Design mem_stage, sky130hd; sources not shown.
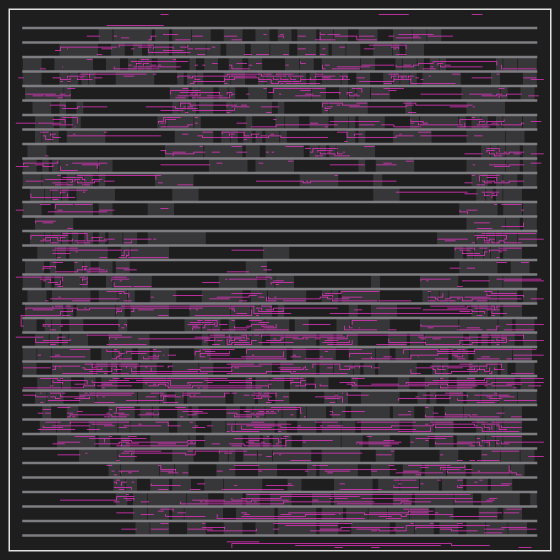
Fig. 1. M1 wires (run 1).
Supply wires on this layer in grey. Cells faint in the background.
main direction: horizontal
nets with wire on the layer: 576
share of all routed wire: 42%
Routed WL: 10530 um
met1 GRT Util: 25.39%
via count: 3436

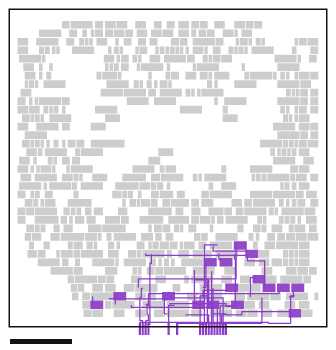
Fig. 2. Nets reached from selected ports (run 1).
Scale bar: 20 um.
legend:
  purple:
    port: redirect_pc
    direction: output
    edge: bottom
    end_cells: 16
    wire: 634 um
IO Pins: 242
PortBufs: 205

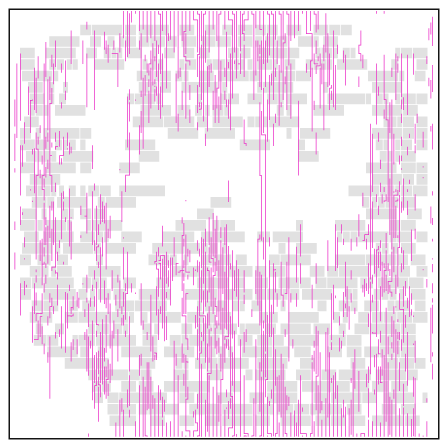
Fig. 3. Metal 2 (run 1).
Cells faint in the background.
main direction: vertical
longest straight run: 51.2 um
wire length on this layer: 5300 um
GR Layer Usage met2: 33.72%

==> run summary, run 1 <==
flow finished, numbers: aggregate global-route resource usage 20.10%, pin count of the biggest net entering global routing approximately 74, Least-Margin Pin Slew 0.7812 ns, fmax 440.3 MHz, status completed, RSZ-0062 raised after global routing false, wire per inst 15.44 um, Max Cap Viol 0, path depth of the worst reg2reg path 4, CTS tree built, die height 101.3 um, clock tree buffer depth 2, total CTS buffers 9, Pins Over Slew Limit 0, Post-synth regs 72, Final Setup Violations 0, Clock power frac 26.6%, Post-CTS Setup Inserts 0, Hold Fails Final Rpt 0, Total Neg Setup Slack 0 ns, Arrival @ worst endpoint 2.50 ns, Syn Area/Cell 8.262 um^2, most used flip-flop cell dfxtp_1, DR iter-0 viols between 100 and 150, delay of the slowest cell on the worst path 0.69 ns, Log Warnings 30, Worst setup SP type input pin, vias in the first global route between 3000 and 4000, clock transition at the registers of the reported paths about 0.080 ns, area leader, netlist dfxtp_1, Vias/cell 5.038, layout cells sized above 1 29.60%, initial antenna violation count 0, drt drc 0, CP top delay family simple AND/OR/NAND/NOR gates, PwrDens 538.3 mW/mm^2, 1st-pass router iterations 4, Cell variety after synth between 40 and 50, Detail Placement HPWL 7966 um, CP Max Fanout 8, # diodes 0, MUX area fraction 8.044%, grt ovf 0, WHS Path Cells 3, crit path DRT roughly 3.1 ns, Pint about 1.8 mW, Gate power share 36.8%, Root Buffer clkbuf_8, Final nets 685, Sw Share approximately two fifths, Max Clock Skew ~0.01 ns, number of enable flip-flop cells 0, yosys cell count 401, Synth warnings 0, CTS H-tree depth 3, Flop pwr share 36.6%, floorplan utilization 36.03%, critical path class input pin to flop, Finished Layout Cells between 600 and 700, Main logic family simple AND/OR/NAND/NOR gates, die area 0.01026 mm^2, first-pass GRT wire length 16290 um, post-layout worst setup margin 0.6290 ns, crit path cell chain clkdlybuf4s50_1, or3b_4, or4_1, nor3_1, mux2_2, Synthesized Nets 519, Place WS 0.2942 ns, Crit path depth 5, CP max stage cell or4_1, CTS Hold Buffers Added 0, synthesized area 0.003313 mm^2, Yosys Chip Area between 0.003 and 0.004 mm^2, Critical path buffers and inverters 1, dpl cells 667, sw power 1.129 mW, DRT antenna net count 0, period utilisation layout around four fifths, aoi share 13.90%, Adder-Cell Fraction of Synth Area 0.3776%, Die X 101.3 um, Yosys top cell area share 43.50%, number of gates resized after CTS 0, asr flop ratio synth 0%, fillers 818, clock sinks 72, VDD IR max between 0.2 and 0.3 mV
## run 1: kinds of logic (layout without fill, tap and decap cells)
group / count (synthesis) / count (layout)
buffers and inverters: 61 / 231
adders and majority gates: 1 / 1
muxes: 24 / 24
other: 1 / 1
DFF: 72 / 72
AOI/OAI and AO/OA: 80 / 80
and+or+nand+nor: 161 / 161
xor gates and xnor gates: 1 / 1
## run 1: through the flow
step | power [mW] | util [%] | hold WS (ns) | area [um^2]
2_1_floorplan | 1.909 | - | 0.4260 | 3327
3_3_place_gp | 2.139 | 56.48 | 0.4392 | 5194
3_5_place_dp | 2.151 | 56.48 | 0.4468 | 5194
4_1_cts | 2.932 | 58.50 | 0.3191 | 5380
5_1_grt | 3.018 | 58.50 | 0.3454 | 5380
6_report | 2.896 | 58.50 | 0.3425 | 5380
## run 1: layer usage
| metal | share of wire (%) | track usage (%) |
|---|---|---|
| met3 | 6.1 | 3.934 |
| met5 | 0 | 0 |
| met1 | 42 | 25.39 |
| met2 | 50 | 33.72 |
| met4 | 1.9 | 8.004 |
## run 1: cell usage in the layout, fill, tap and decap left out, drive strengths merged, types with 5 or more instances in the layout
master | netlist | final
mux2 | 21 | 21
clkbuf | 23 | 11
nand2 | 97 | 97
nand4 | 5 | 5
nor2b | 5 | 5
dfxtp | 72 | 72
nor2 | 9 | 9
clkdlybuf4s50 | 0 | 96
buf | 34 | 116
nand3 | 21 | 21
a21oi | 59 | 59
## run 1: layout make-up
| type | count | area, um^2 | share of cell area, % |
|---|---|---|---|
| Clock buffer | 11 | 141.4 | 2.628 |
| Clock inverter | 4 | 45.04 | 0.8372 |
| Inverter | 4 | 15.01 | 0.2791 |
| Multi-Input combinational cell | 268 | 1535 | 28.53 |
| Sequential cell | 72 | 1450 | 26.95 |
| Tap cell | 111 | 138.9 | 2.581 |
| Timing Repair Buffer | 212 | 2054 | 38.19 |
## run 1: cell usage after synthesis, types with 3 or more instances
library cell / instances
mux2i_1: 3
mux2_2: 21
nor2_1: 9
o41ai_1: 4
dfxtp_1: 72
nor2b_1: 5
and3_1: 4
o311ai_0: 4
clkbuf_1: 21
nand4_1: 5
a21oi_1: 59
and4_1: 3
nand3_1: 21
inv_1: 4
buf_4: 33
nand2_1: 97
## run 1: worst min-delay path, delay by kind of cell
family	cells	cell delay [ns]
buffers and inverters	1	0.11
and+or+nand+nor	2	0.23
## run 1: power by group through the flow
| stage | Sequential, mW | Clock, mW | Combinational (mW) |
|---|---|---|---|
| after global routing | 1.06 | 0.849 | 1.11 |
| after global placement | 1.08 | 0 | 1.06 |
| after floorplan | 1.40 | 0 | 0.507 |
| after CTS | 1.06 | 0.802 | 1.07 |
| final | 1.06 | 0.770 | 1.07 |
| after detailed placement | 1.08 | 0 | 1.07 |
==> run 2: changes to the inputs <==
CORE_UTILIZATION = 31   (was 35)
PLACE_DENSITY = 0.77   (was 0.82)
clock period = 1.99 ns   (was 2.9 ns; I/O delays follow)
==> run 2 against run 1 <==
  * Final cell count is 9.2% higher
  * Synthesized cell count stayed put
  * Non-clock buffer count is 37 higher
  * Combinational power is 67% higher
  * Clock power is 32% higher
  * Clock skew is 0.0028 ns higher
  * Sequential share of layout area is 3.8 points lower
  * Sequential cell count stayed put
  * Core utilization is 4.1 points higher
  * Critical endpoint is now stall_cycles[14]
  * Largest cell class unchanged
==> run summary, run 2 <==
flow finished, numbers: status completed (unchanged), Die X 107.4 um (was 101.3 um), Cell variety after synth 45 (unchanged), first-pass GRT wire length 18950 um (was 16290 um), sw power 1.759 mW (was 1.129 mW), die area 0.01153 mm^2 (was 0.01026 mm^2), most used flip-flop cell dfxtp_1 (unchanged), most common library cells after synthesis nand2_1, dfxtp_1, a21oi_1 (unchanged), layout cells sized above 1 41.71% (was 29.60%), aggregate global-route resource usage 21.26% (was 20.10%), total CTS buffers 9 (unchanged), Place WS -0.3173 ns (was 0.2942 ns), asr flop ratio synth 0% (unchanged), most numerous logic cells after layout nand2_1, clkdlybuf4s50_1, buf_4 (was nand2_1, buf_4, clkdlybuf4s50_1), Detail Placement HPWL 8713 um (was 7966 um), grt ovf 0 (unchanged), clock sinks 72 (unchanged), critical path class flop to flop (was input pin to flop), DRT antenna net count 0 (unchanged), Total Neg Setup Slack 0 ns (unchanged), synthesized area 0.003313 mm^2 (unchanged), Vias/cell 4.933 (was 5.038), Hold Fails Final Rpt 0 (unchanged), die height 107.4 um (was 101.3 um), PortBufs 205 (unchanged), Synth warnings 0 (unchanged), Final Setup Violations 0 (unchanged), vias in the first global route 3679 (was 3279), Least-Margin Pin Slew 0.5141 ns (was 0.7812 ns), Syn Area/Cell 8.262 um^2 (unchanged), # diodes 0 (unchanged), VDD IR max 0.3505 mV (was 0.2522 mV), Post-synth regs 72 (unchanged), Log Warnings 32 (was 30), Worst setup SP type flop (was input pin), via count 3675 (was 3436)
## run 2: layer usage
metal	track usage, %	part of all wire (%)	up-vias
li1	-	-	1756
met1	22.21	36	1722
met2	41.00	55	169
met3	4.903	5.4	28
met4	7.784	3.3	0
met5	0	0	-
## run 2: final cells by class
class	count	area, um^2
fill	855	3875
timing repair buffer	249	2830
multi-input combinational	268	1800
sequential	72	1505
tap	136	170.2
clock buffer	9	123.9
clock inverter	7	46.29
inverter	4	18.77
## run 2: repair_timing
item                                    4_1_cts  5_1_grt
cloned                                        6        0
hold buffers                                  0        0
buffers inserted                             16        3
pin swaps                                    23        5
resized                                      45       28
endpoints found under the setup margin       90       73
## run 2: worst max-delay path, stage by stage, from the launching register on
cell and delay [ns]:
dfxtp_4 0.39, nand4_1 0.25, nor4_2 0.43, nor4bb_4 0.33
mux2_2 0.37
## run 2: cells by family (layout without fill, tap and decap cells)
family	after synthesis	in the layout	synth area share (%)
and+or+nand+nor	161	161	22.81
DFF	72	72	43.50
muxes	24	24	8.044
xor gates and xnor gates	1	1	0.2644
buffers and inverters	61	269	10.99
adders and majority gates	1	1	0.3776
other	1	1	0.1132
AOI/OAI and AO/OA	80	80	13.90
## run 2: metrics by stage
| step | power (mW) | hold WS [ns] | utilization (%) | cells | area [um^2] |
|---|---|---|---|---|---|
| floorplan | 2.769 | 0.3350 | - | 401 | 3436 |
| global placement | 3.191 | 0.3987 | 54.54 | 704 | 5655 |
| detailed placement | 3.204 | 0.3987 | 54.54 | 704 | 5655 |
| CTS | 4.349 | 0.3568 | 61.14 | 742 | 6340 |
| global route | 4.512 | 0.3881 | 62.63 | 745 | 6495 |
| finish | 4.335 | 0.3980 | 62.63 | 745 | 6495 |
## run 2: power by group through the flow
stage	combinational [mW]	sequential, mW	clock, mW
2_1_floorplan	0.746	2.02	0
3_3_place_gp	1.64	1.55	0
3_5_place_dp	1.65	1.56	0
4_1_cts	1.78	1.52	1.04
5_1_grt	1.85	1.53	1.13
6_report	1.79	1.52	1.02
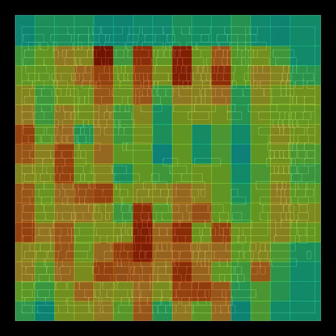
Fig. 4. Track usage over the die (run 2).
GR Layer Usage met2: 41.00%
M3 GR Usage: 4.903%

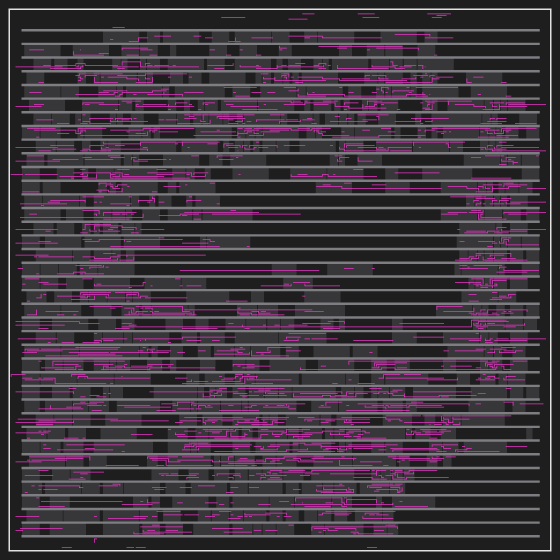
Fig. 5. M1 wires (run 2).
Supply wires on this layer in grey. Cells faint in the background.
main direction: horizontal
longest straight run: 69.5 um
Routed WL: 12760 um
met1 GRT Util: 22.21%

Power figures rest on the tool's default switching activity, not on a simulated workload.
